File: config.mk
export PLATFORM = sky130hd
export DESIGN_NAME = seg_display_decoder
export DESIGN_NICKNAME = d
export VERILOG_FILES = /design/src/rtl/seg_display_decoder.sv
export SDC_FILE = /design/constraint.sdc
export NUM_CORES = 1
export LEC_CHECK = 0
export CAP_MARGIN = 30
export CORE_ASPECT_RATIO = 0.6
export CORE_MARGIN = 2
export CORE_UTILIZATION = 35
export DETAILED_ROUTE_END_ITERATION = 10
export DONT_BUFFER_PORTS = 1
export PLACE_DENSITY = 0.56
export SLEW_MARGIN = 20
export SYNTH_ARGS = -nofsm -noshare
export SYNTH_HDL_FRONTEND = slang
export SYNTH_SLANG_ARGS = --single-unit
export TNS_END_PERCENT = 5
File: constraint.sdc
create_clock -name clk_50M -period 2.5 [get_ports clk_50M]
set_clock_uncertainty 0.15 [all_clocks]
set_input_delay 0.375 -clock clk_50M [delete_from_list [all_inputs] [get_ports clk_50M]]
set_output_delay 0.375 -clock clk_50M [all_outputs]
set_load 0.01 [all_outputs]
File: src/rtl/seg_display_decoder.sv
// Seven-segment readback checker: samples the four timer digits after each 1 Hz tick,
// decodes them to BCD and flags bad patterns / bad count steps. Optional macro: SEG_STEP_CHECK_EN.
module seg_display_decoder #(
    parameter int SETTLE_CYCLES = 8
) (
    input  logic       clk_50M,
    input  logic       set_n,
    input  logic       tick_1Hz,
    input  logic [6:0] hex_m1,
    input  logic [6:0] hex_m2,
    input  logic [6:0] hex_s1,
    input  logic [6:0] hex_s2,
    output logic [7:0] min_bcd,
    output logic [7:0] sec_bcd,
    output logic       frame_valid,
    output logic       frame_strobe,
    output logic       decode_err,
    output logic       step_err,
    output logic [7:0] err_count
);

    typedef enum logic [1:0] {IDLE, SETTLE, SAMPLE, CHECK} state_t;

    function automatic logic [3:0] seg2bcd(input logic [6:0] p);
        case (p)
            7'h40:   return 4'd0;
            7'h79:   return 4'd1;
            7'h24:   return 4'd2;
            7'h30:   return 4'd3;
            7'h19:   return 4'd4;
            7'h12:   return 4'd5;
            7'h02:   return 4'd6;
            7'h78:   return 4'd7;
            7'h00:   return 4'd8;
            7'h10:   return 4'd9;
            default: return 4'hF;
        endcase
    endfunction

    state_t           state_q, state_d;
    logic             sync1_q, sync2_q, sync3_q, sync1_d, sync2_d, sync3_d;
    logic [7:0]       cnt_q, cnt_d;
    // digit index: 3=m1, 2=m2, 1=s1, 0=s2
    logic [3:0][6:0]  raw_q, raw_d;
    logic [3:0][3:0]  dig_q, dig_d, dec, dig_fix;
    logic             legal_q, legal_d;
    logic [7:0]       min_bcd_q, min_bcd_d, sec_bcd_q, sec_bcd_d, err_count_q, err_count_d;
    logic             frame_valid_q, frame_valid_d, frame_strobe_q, frame_strobe_d;
    logic             decode_err_q, decode_err_d, step_err_q, step_err_d;
    logic             rise, step_bad;

`ifdef SEG_STEP_CHECK_EN
    logic [12:0]      prev_q, prev_d, cur_tot;
    logic             have_prev_q, have_prev_d;

    assign cur_tot = 13'(dig_q[3]) * 13'd600 + 13'(dig_q[2]) * 13'd60
                   + 13'(dig_q[1]) * 13'd10 + 13'(dig_q[0]);
`endif

    for (genvar g = 0; g < 4; g++) begin : g_dec
        assign dec[g] = seg2bcd(raw_q[g]);
    end

    // seconds tens can never legally exceed 5
    always_comb begin
        dig_fix = dec;
        if (dec[1] > 4'd5) dig_fix[1] = 4'hF;
    end

    assign rise = sync2_q & ~sync3_q;

    always_comb begin
        sync1_d        = tick_1Hz;
        sync2_d        = sync1_q;
        sync3_d        = sync2_q;
        state_d        = state_q;
        cnt_d          = cnt_q;
        raw_d          = raw_q;
        dig_d          = dig_q;
        legal_d        = legal_q;
        min_bcd_d      = min_bcd_q;
        sec_bcd_d      = sec_bcd_q;
        frame_valid_d  = frame_valid_q;
        frame_strobe_d = 1'b0;
        decode_err_d   = decode_err_q;
        step_err_d     = step_err_q;
        err_count_d    = err_count_q;
        step_bad       = 1'b0;
`ifdef SEG_STEP_CHECK_EN
        prev_d         = prev_q;
        have_prev_d    = have_prev_q;
`endif
        case (state_q)
            IDLE: begin
                if (rise) begin
                    state_d = SETTLE;
                    cnt_d   = 8'd0;
                end
            end
            SETTLE: begin
                if (cnt_q == 8'(SETTLE_CYCLES - 1)) begin
                    state_d = SAMPLE;
                    raw_d   = {hex_m1, hex_m2, hex_s1, hex_s2};
                end else begin
                    cnt_d = cnt_q + 8'd1;
                end
            end
            SAMPLE: begin
                dig_d   = dig_fix;
                legal_d = (dig_fix[3] != 4'hF) && (dig_fix[2] != 4'hF)
                       && (dig_fix[1] != 4'hF) && (dig_fix[0] != 4'hF);
                state_d = CHECK;
            end
            CHECK: begin
                state_d        = IDLE;
                frame_strobe_d = 1'b1;
                min_bcd_d      = {dig_q[3], dig_q[2]};
                sec_bcd_d      = {dig_q[1], dig_q[0]};
                frame_valid_d  = legal_q;
                if (!legal_q) decode_err_d = 1'b1;
`ifdef SEG_STEP_CHECK_EN
                if (legal_q) begin
                    // a zero previous total only permits holding at 00:00
                    if (have_prev_q && !((cur_tot == prev_q) ||
                        ((prev_q != 13'd0) && (cur_tot == prev_q - 13'd1))))
                        step_bad = 1'b1;
                    prev_d      = cur_tot;
                    have_prev_d = 1'b1;
                end else begin
                    have_prev_d = 1'b0;
                end
`endif
                if (step_bad) step_err_d = 1'b1;
                if ((!legal_q || step_bad) && (err_count_q != 8'hFF))
                    err_count_d = err_count_q + 8'd1;
            end
            default: state_d = IDLE;
        endcase
    end

    always_ff @(posedge clk_50M) begin
        if (!set_n) begin
            state_q        <= IDLE;
            sync1_q        <= 1'b0;
            sync2_q        <= 1'b0;
            sync3_q        <= 1'b0;
            cnt_q          <= 8'd0;
            raw_q          <= '0;
            dig_q          <= '0;
            legal_q        <= 1'b0;
            min_bcd_q      <= 8'd0;
            sec_bcd_q      <= 8'd0;
            frame_valid_q  <= 1'b0;
            frame_strobe_q <= 1'b0;
            decode_err_q   <= 1'b0;
            step_err_q     <= 1'b0;
            err_count_q    <= 8'd0;
`ifdef SEG_STEP_CHECK_EN
            prev_q         <= 13'd0;
            have_prev_q    <= 1'b0;
`endif
        end else begin
            state_q        <= state_d;
            sync1_q        <= sync1_d;
            sync2_q        <= sync2_d;
            sync3_q        <= sync3_d;
            cnt_q          <= cnt_d;
            raw_q          <= raw_d;
            dig_q          <= dig_d;
            legal_q        <= legal_d;
            min_bcd_q      <= min_bcd_d;
            sec_bcd_q      <= sec_bcd_d;
            frame_valid_q  <= frame_valid_d;
            frame_strobe_q <= frame_strobe_d;
            decode_err_q   <= decode_err_d;
            step_err_q     <= step_err_d;
            err_count_q    <= err_count_d;
`ifdef SEG_STEP_CHECK_EN
            prev_q         <= prev_d;
            have_prev_q    <= have_prev_d;
`endif
        end
    end

    assign min_bcd      = min_bcd_q;
    assign sec_bcd      = sec_bcd_q;
    assign frame_valid  = frame_valid_q;
    assign frame_strobe = frame_strobe_q;
    assign decode_err   = decode_err_q;
    assign step_err     = step_err_q;
    assign err_count    = err_count_q;

endmodule

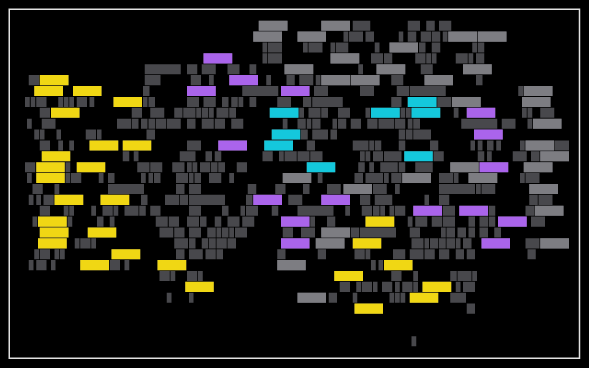
*Where the registers sit, run 1*
Scale: 4 px per µm. Other sequential cells in the stronger grey, the rest of the logic in the fainter grey.
legend:
  yellow:
    signal: raw_q
    flops: 28
  purple:
    signal: dig_q
    flops: 16
  cyan:
    signal: cnt_q
    flops: 8
not coloured: 33
flop share of the area: 38.5%
sequential cell power: 1.48 mW
FF+latch area: 1700 µm²

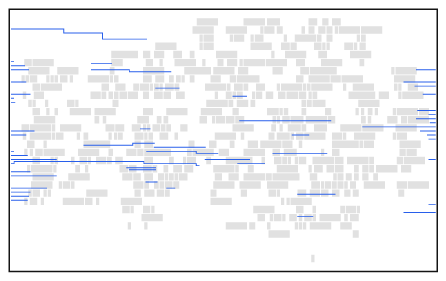
*The metal 3 layer, run 1*
Scale: 3 px per µm. Cells faint in the background.
wire length on this layer: 547 µm
main direction: horizontal
routed wire length: 9330 µm
via count: 3,158
global routing usage on met3: 5.39%

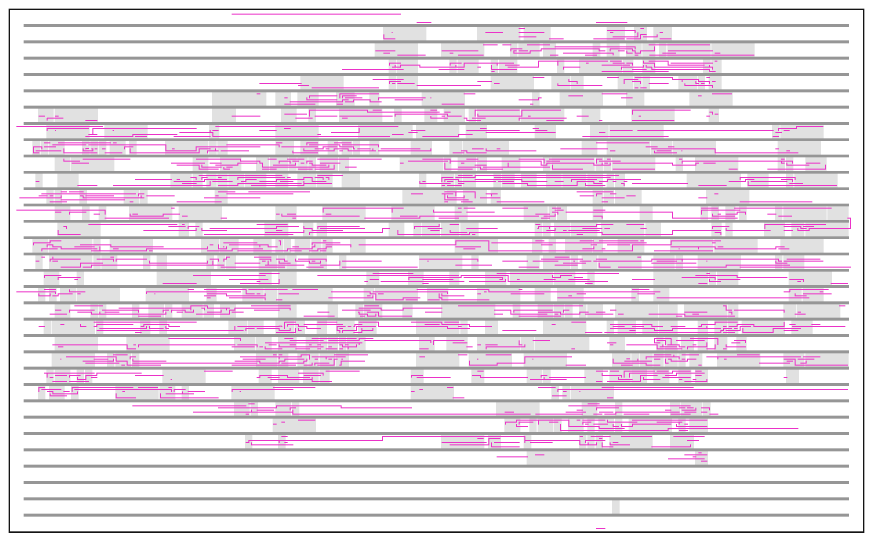
*Metal 1, run 1*
Scale: 6 px per µm. Supply wires on this layer in grey. Cells faint in the background.
wire length on this layer: 5,070 µm
share of all routed wire: 54%
nets with wire on the layer: 458
grt met1 use: 23.3%

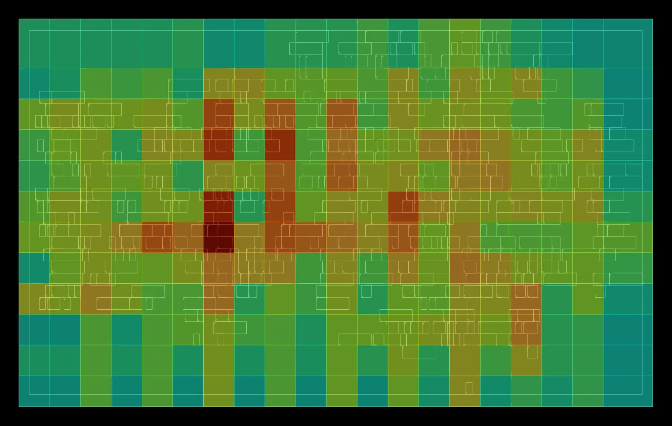
*Congestion heat map, run 1*
wire length per cell: 15.4 µm
gr busiest metal: met1
grt met2 use: 20.4%
fin util: 39.4%
GRT Util Overall: 15.6%

==> results.yml, run 1 <==
# physical design summary
floorplan:
  die_y_um: 86.9
  tapCellCount: 144
  rows: 30
  core_area_um2: 11200
  dieArea_um2: 12400
  fp.dieW_um: 142
  fp_util_pct: 35.7
  ioPinCount: 59
power_and_ir_drop:
  power-top-group: "registers"
  power_frac_seq_pct: 48.6
  p_comb_mw: 0.303
  p_per_area_nw_per_um2: 691
  power_clock_mw: 1.27
  internal-power_mw: 2.25
  switching_share_pct: 26.4
  p_sw_mw: 0.807
  p_clk_share_pct: 41.5
  leakage_nw: 1.52
  ir_drop_v: 0.000388
  pwr-share-comb_pct: 9.9
synthesis:
  synth_flops: 85
  syn_area_um2: 4010
  top_area_cell: "dfxtp_1"
  topCellsByArea: "dfxtp_1, nand2_1, mux2i_1, a21boi_1, nor2_1"
  synthDominantCellAreaShare_pct: 42.4
  syn_avg_cell_area_um2: 8.66
  ys_cells: 463
  synth_seq_share_pct: 42.4
  ys_warn_count: 0
  syn_nets: 501
  flop_cell: "dfxtp_1"
  netlist_top_cells_count: "dfxtp_1, nand2_1, nor2_1"
  synthCells: 463
  synth-edff-count: 0
  synth_cell_types: 60
  async_flop_share_pct: 0
  yosys_area_um2: 4010
  top_cell: "dfxtp_1"
worst_setup_path:
  cp-startpoint: "raw_q[5]"
  setup.worst_path.class: "register to register"
  r2r_slack_ns: 0.34
  crit_chain: "nand3_1 -> o311ai_0 -> o2111ai_1 -> o211a_1"
  crit_buf_inv: 0
  r2r-start: "raw_q[5]"
  endpoint_kind: "register"
  crit_required_ns: 2.58
  ff2ff_path_depth: 4
  path_depth: 4
  arrival_ns: 2.24
  cp_slowest_cell: "o311ai_0"
  setup.worst_path.start_class: "register"
  worst-path-max-fanout: 9
  crit_path_max_incr_delay_ns: 0.81
  rr_endpoint: "dig_q[0]"
  cp_top_family: "AND-OR/OR-AND gates"
  setup.worst_path.end: "dig_q[0]"
clock_network:
  clockBufferDepth: 2
  cts.sinks: 85
  htreeDepth: 3
  path_clk_slew_ns: 0.06
  cts_inserted_buffers: 9
  worstSkewPairLatency_ns: 0.34
  post_cts_resized: 0
  cts_root_buffer: "clkbuf_16"
  cts_tree: "done"
placed_design:
  place_congestion: 0.820
  dp_hpwl_um: 6620
  port-buffer-count: 0
  dp_cells: 587
global_routing:
  grt_pass1_wl_um: 14800
  grt_start_max_net_pins: 55
  grt_pass1_vias: 2807
  grt-ovfl-total: 0
  antenna_found_initial: 1
min_path:
  worstHoldPathType: "primary input to register"
  whs_path_depth: 1
  hp-start: "set_n"
  hold_path_end: "err_count[2]"
finish:
  logic_gate_count: 339
  buffers: 12
  fillers: 1140
  drive_above_1_share_pct: 7.16
  nClkBuffers: 9
  biggestCellCategory: "multi-input combinational cells"
  logic_area_um2: 2130
  nNonClkInverters: 9
  clk_share_pct: 6.40
  diodes: 0
  nonClkBufAreaFrac_pct: 2.15
  comb_area_share_pct: 48.1
  final_cells: 605
  area_growth_pct: 10.3
  nets: 494
  seq_cells: 85
routing:
  wl_met1_um: 5070
  wl_met2_um: 3640
  drt_iter0_markers: 239
  top_layer: "met5"
  viasPerCell: 5.22
  ant_nets: 0
  drc_errors: 0
  met3_length_um: 547
  firstDrtPassIters: 4
status:
  status: "complete, no violations"
run:
  tool_warnings: 30
  cap_violations: 0
timing:
  fin_tns_setup_ns: 0
  max_freq_mhz: 463
  setup_violations: 0
  rsz0062_at_grt: "false"
  slew_viol_final: 0
  worst_slew_pin_slew_ns: 0.877
  hold_ws_ns: 0.00582
  slew_headroom_pct: 40.8
  post-route-period-util_pct: 86.4
  hold_viol_final: 0
  post-route-min-period_ns: 2.16
run 1: sequential cells by signal, summed over array words and instances, names as in the netlist, 2 cells and up:
| name | cells |
|---|---|
| cnt_q | 8 |
| dig_q | 16 |
| err_count | 8 |
| min_bcd | 8 |
| raw_q | 28 |
| sec_bcd | 8 |
| state_q | 2 |
run 1: placed cells by master (no fill, tap or decap), types with 4 or more instances in the layout:
master	n
nor3b_1	7
nand3_1	7
and2_1	6
inv_1	7
nand2_1	72
mux2i_1	22
a21oi_1	12
a21boi_1	24
xor2_1	4
nor4_1	9
clkbuf_16	9
nor2b_1	9
buf_4	10
o211a_1	5
o311ai_0	4
dfxtp_1	85
xnor2_1	13
nor3_1	13
nand2b_1	6
nand4_1	6
ha_1	7
nor2_1	40
o21ai_0	20
run 1: per-stage QoR:
step	util (%)	total power [mW]	worst slack, ns	cell area (µm²)
floorplan	-	1.74	0.579	4010
global placement	36.7	1.81	0.400	4120
detailed placement	36.7	1.82	0.341	4120
CTS	39.3	3.09	0.327	4410
global route	39.4	3.20	0.0905	4420
finish	39.4	3.05	0.340	4420
run 1: timing repair:
action,in CTS,in global routing
hold buffers,1,1
setup buffers,0,0
endpoints found under the hold margin,1,1
run 1: logic make-up (layout without fill, tap and decap cells):
kind of cell | Yosys count | count (layout) | share of synthesized area, %
XOR/XNOR | 17 | 17 | 3.71
other | 1 | 1 | 0.0935
AND-OR/OR-AND | 90 | 90 | 15.4
multiplexers | 24 | 24 | 6.05
buffers and inverters | 39 | 37 | 4.46
AND/OR/NAND/NOR | 200 | 200 | 25.7
flip-flops | 85 | 85 | 42.4
adder cells (fa/ha/maj) | 7 | 7 | 2.18
### Wiring by layer, run 1

Scale: 4 px per µm. Only two layers are drawn.
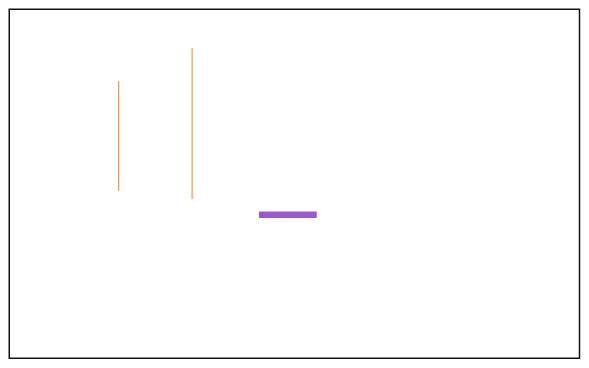

--- run 2 (diff from run 1) ---
--- a/config.mk
+++ b/config.mk
@@ -5,13 +5,14 @@
 export SDC_FILE = /design/constraint.sdc
 export NUM_CORES = 1
 export LEC_CHECK = 0
+export ABC_AREA = 1
 export CAP_MARGIN = 30
 export CORE_ASPECT_RATIO = 0.6
 export CORE_MARGIN = 2
 export CORE_UTILIZATION = 35
 export DETAILED_ROUTE_END_ITERATION = 10
 export DONT_BUFFER_PORTS = 1
-export PLACE_DENSITY = 0.56
+export PLACE_DENSITY = 0.58
 export SLEW_MARGIN = 20
 export SYNTH_ARGS = -nofsm -noshare
 export SYNTH_HDL_FRONTEND = slang
==> constraint.sdc (replaced) <==
create_clock -name clk_50M -period 1.7 [get_ports clk_50M]
set_clock_uncertainty 0.15 [all_clocks]
set_input_delay 0.255 -clock clk_50M [delete_from_list [all_inputs] [get_ports clk_50M]]
set_output_delay 0.255 -clock clk_50M [all_outputs]
set_load 0.01 [all_outputs]
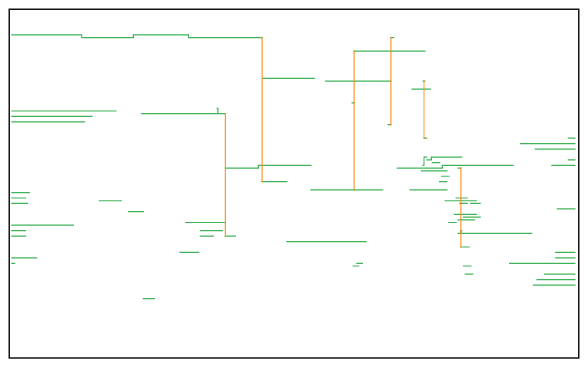
*Wiring by layer, run 2*
Scale: 4 px per µm. Only two layers are drawn.
legend:
  green:
    layer: met3
    wire_length: 562 µm
  orange:
    layer: met4
    wire_length: 157 µm
via count: 3,911
routed wire length: 10,400 µm

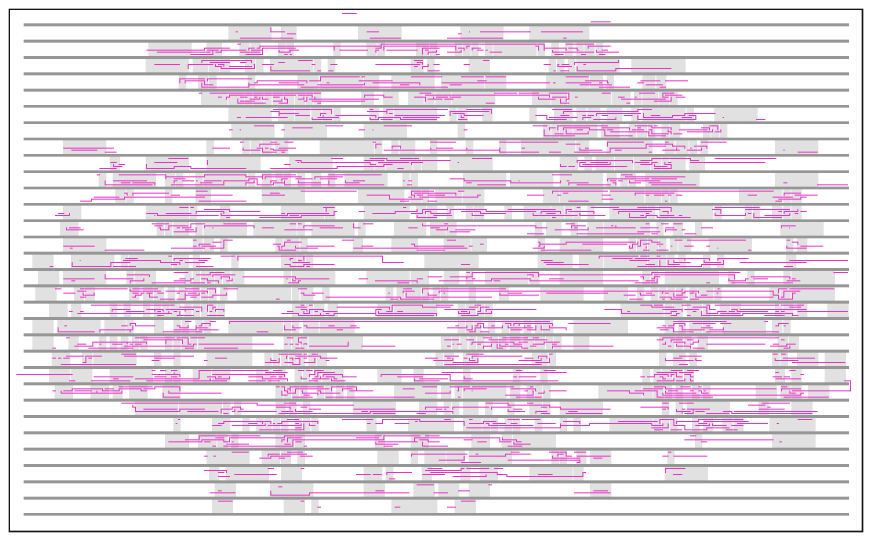
*Metal 1, run 2*
Scale: 6 px per µm. Supply wires on this layer in grey. Cells faint in the background.
main direction: horizontal
longest straight run: 53.4 µm
nets with wire on the layer: 633
grt met1 use: 21.7%

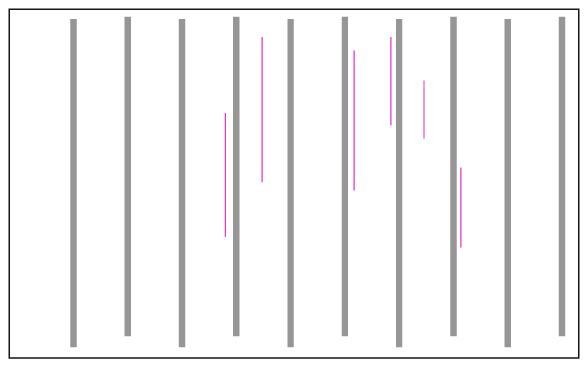
*Signal wires on met4, run 2*
Scale: 4 px per µm. Supply wires on this layer in grey.
main direction: vertical
share of all routed wire: 1.5%
longest straight run: 36.0 µm
nets with wire on the layer: 5
wire length on this layer: 157 µm

==> run 2 against run 1 <==
Compared with the run above: sequential power up 65%; clock power up about 40%; total power up 90%; register-to-register slack worse by 0.35 ns; the flow now finishes with violations (setup timing); hold slack better by 0.018 ns; fmax up 26%; sequential share of layout area down 5.4 points; count of clock-buffer cells in the layout up 4; cell area up 17%; wire length up 12%; critical path type unchanged; die size down 0.27%.
==> results.yml, run 2 <==
# physical design summary
status:
  status: "finished, violations left"
  failed_checks: "setup timing"
clock_network:
  post_cts_resized: 2
  path_clk_slew_ns: 0.06
  cts_inserted_buffers: 9
  cts.sinks: 85
  postCtsSetupRepairBufs: 0
  clockBufferDepth: 2
  cts_root_buffer: "clkbuf_16"
  worstSkewPairLatency_ns: 0.34
  cts_tree: "done"
worst_setup_path:
  path_depth: 7
  setup.worst_path.class: "register to register"
  cp_slowest_cell: "dfxtp_1"
  worst-path-max-fanout: 8
  r2r_slack_ns: -0.008
  ff2ff_path_depth: 7
  rr_endpoint: "raw_q[16]"
  setup.worst_path.start_class: "register"
  crit_chain: "nor2_2 -> nand3_4 -> nor3_4 -> nand2_8 -> buf_12 -> buf_6 -> a21oi_1"
  r2r-start: "cnt_q[5]"
  crit_required_ns: 1.82
  cp_top_family: "simple AND/OR/NAND/NOR gates"
  endpoint_kind: "register"
  crit_buf_inv: 2
  arrival_ns: 1.83
finish:
  diodes: 0
  final_layout_top_logic_cells: "nor2_1, nand2_1, dfxtp_1, inv_1, o21ai_0"
  logic_area_um2: 2140
  lay_top_count: "nor2_1"
  fillers: 1135
  regMostFlops: "raw_q"
  fin_util_pct: 46.2
  drive_above_1_share_pct: 16.2
  final_cells: 792
  largest_register_ffs: 28
  nets: 681
  finalInstanceArea_um2: 5180
  flop_area_um2: 1710
  top_regs: "raw_q (28), dig_q (16)"
min_path:
  worstHoldPathType: "primary input to register"
  whs_path_depth: 4
timing:
  setup_violations: 7
  slew_viol_final: 0
  rsz0062_at_grt: "true"
  post-route-period-util_pct: 100
  timing.final.ws_setup_ns: -0.00811
  max_freq_mhz: 585
  post-route-min-period_ns: 1.71
  hold_ws_ns: 0.0234
placed_design:
  dp_hpwl_um: 6850
  dp_cells: 741
  port-buffer-count: 0
  placed_cell_area_um2: 4310
  dp_slack_ns: 0.00522
synthesis:
  synthDominantCellAreaShare_pct: 42.6
  top_cell: "nor2_1"
  topCellsByArea: "dfxtp_1, nor2_1, nand2_1, o21ai_0, inv_1"
  ys_warn_count: 0
  synth_seq_share_pct: 42.6
  synth-edff-count: 0
  synth_cell_types: 30
  top_area_cell: "dfxtp_1"
  synth_flops: 85
  syn_area_um2: 4000
  syn_nets: 628
  netlist_top_cells_count: "nor2_1, nand2_1, dfxtp_1"
  synthCells: 590
  ys_cells: 590
run:
  tool_warnings: 31
  cap_violations: 0
power_and_ir_drop:
  ir_drop_v: 0.000739
  leakage_nw: 2.24
  p_per_area_nw_per_um2: 1120
  p_total_mw: 5.80
routing:
  firstDrtPassIters: 5
  drc_errors: 0
  viasPerCell: 4.94
  wl_met1_um: 5040
  wire_per_inst_um: 13.2
  top_layer: "met4"
  wl_met2_um: 4670
  drt_iter0_markers: 232
floorplan:
  dieArea_um2: 12300
  core_area_um2: 11200
  die_y_um: 86.8
  rows: 30
global_routing:
  grt_start_max_net_pins: 70
  grt_pass1_wl_um: 16500
  antenna_found_initial: 0
  grt_pass1_vias: 3649
run 2: cell types whose count changed in the layout (fill, tap and decap cells not counted), sizes merged, moves of 21 or more:
cell,change
a21boi,-25
a21oi,+35
buf,+21
dlygate4sd3,+28
inv,+54
mux2i,-22
nand2,+34
nand3,+22
nor2,+86
o21ai,+42
run 2: area by class of cell:
type	instances	area share, %
Timing Repair Buffer	63	12.2
Clock inverter	3	0.435
Tap cell	144	3.48
Sequential cell	85	33.0
Multi-Input combinational cell	419	41.3
Inverter	65	4.88
Clock buffer	13	4.64
run 2: layer usage:
layer  up-vias  track usage, %
met5         -               0
li1       2001               -
met2       105            27.1
met4         0            5.45
met3        16            5.14
met1      1789            21.7
run 2: worst max path at each step:
| stage | startpoint | to | slack [ns] |
|---|---|---|---|
| after global routing | cnt_q[5] | state_q[0] | -0.09 |
| after CTS | state_q[1] | cnt_q[2] | 0.02 |
| after detailed placement | state_q[0] | cnt_q[2] | 0.005 |
| after floorplan | err_count[0] | err_count[7] | 0.08 |
| after global placement | state_q[0] | cnt_q[2] | 0.06 |
| final | cnt_q[5] | raw_q[16] | -0.008 |
run 2: cell families (layout without fill, tap and decap cells):
family	after synthesis	in the layout	share of synthesized area (%)
buf+inv	86	144	8.42
xor+xnor	3	3	0.657
simple gates	283	283	29.4
other cells	1	1	0.0938
flops	85	85	42.6
compound gates	125	125	16.7
fa+ha+maj	7	7	2.19
run 2: where the power goes:
part / switching (mW) / leakage (nW) / internal [mW]
clock: 0.792 / 0.116 / 0.992
sequential: 0.189 / 0.692 / 2.25
combinational: 0.917 / 1.43 / 0.651
run 2: worst register-to-register path: cells and delay by family, from the launching register on:
family	cells	cell delay, ns
and+or+nand+nor	4	0.73
DFF	1	0.33
buffers and inverters	2	0.31
AOI/OAI and AO/OA	1	0.13
Power figures rest on the tool's default switching activity, not on a simulated workload.
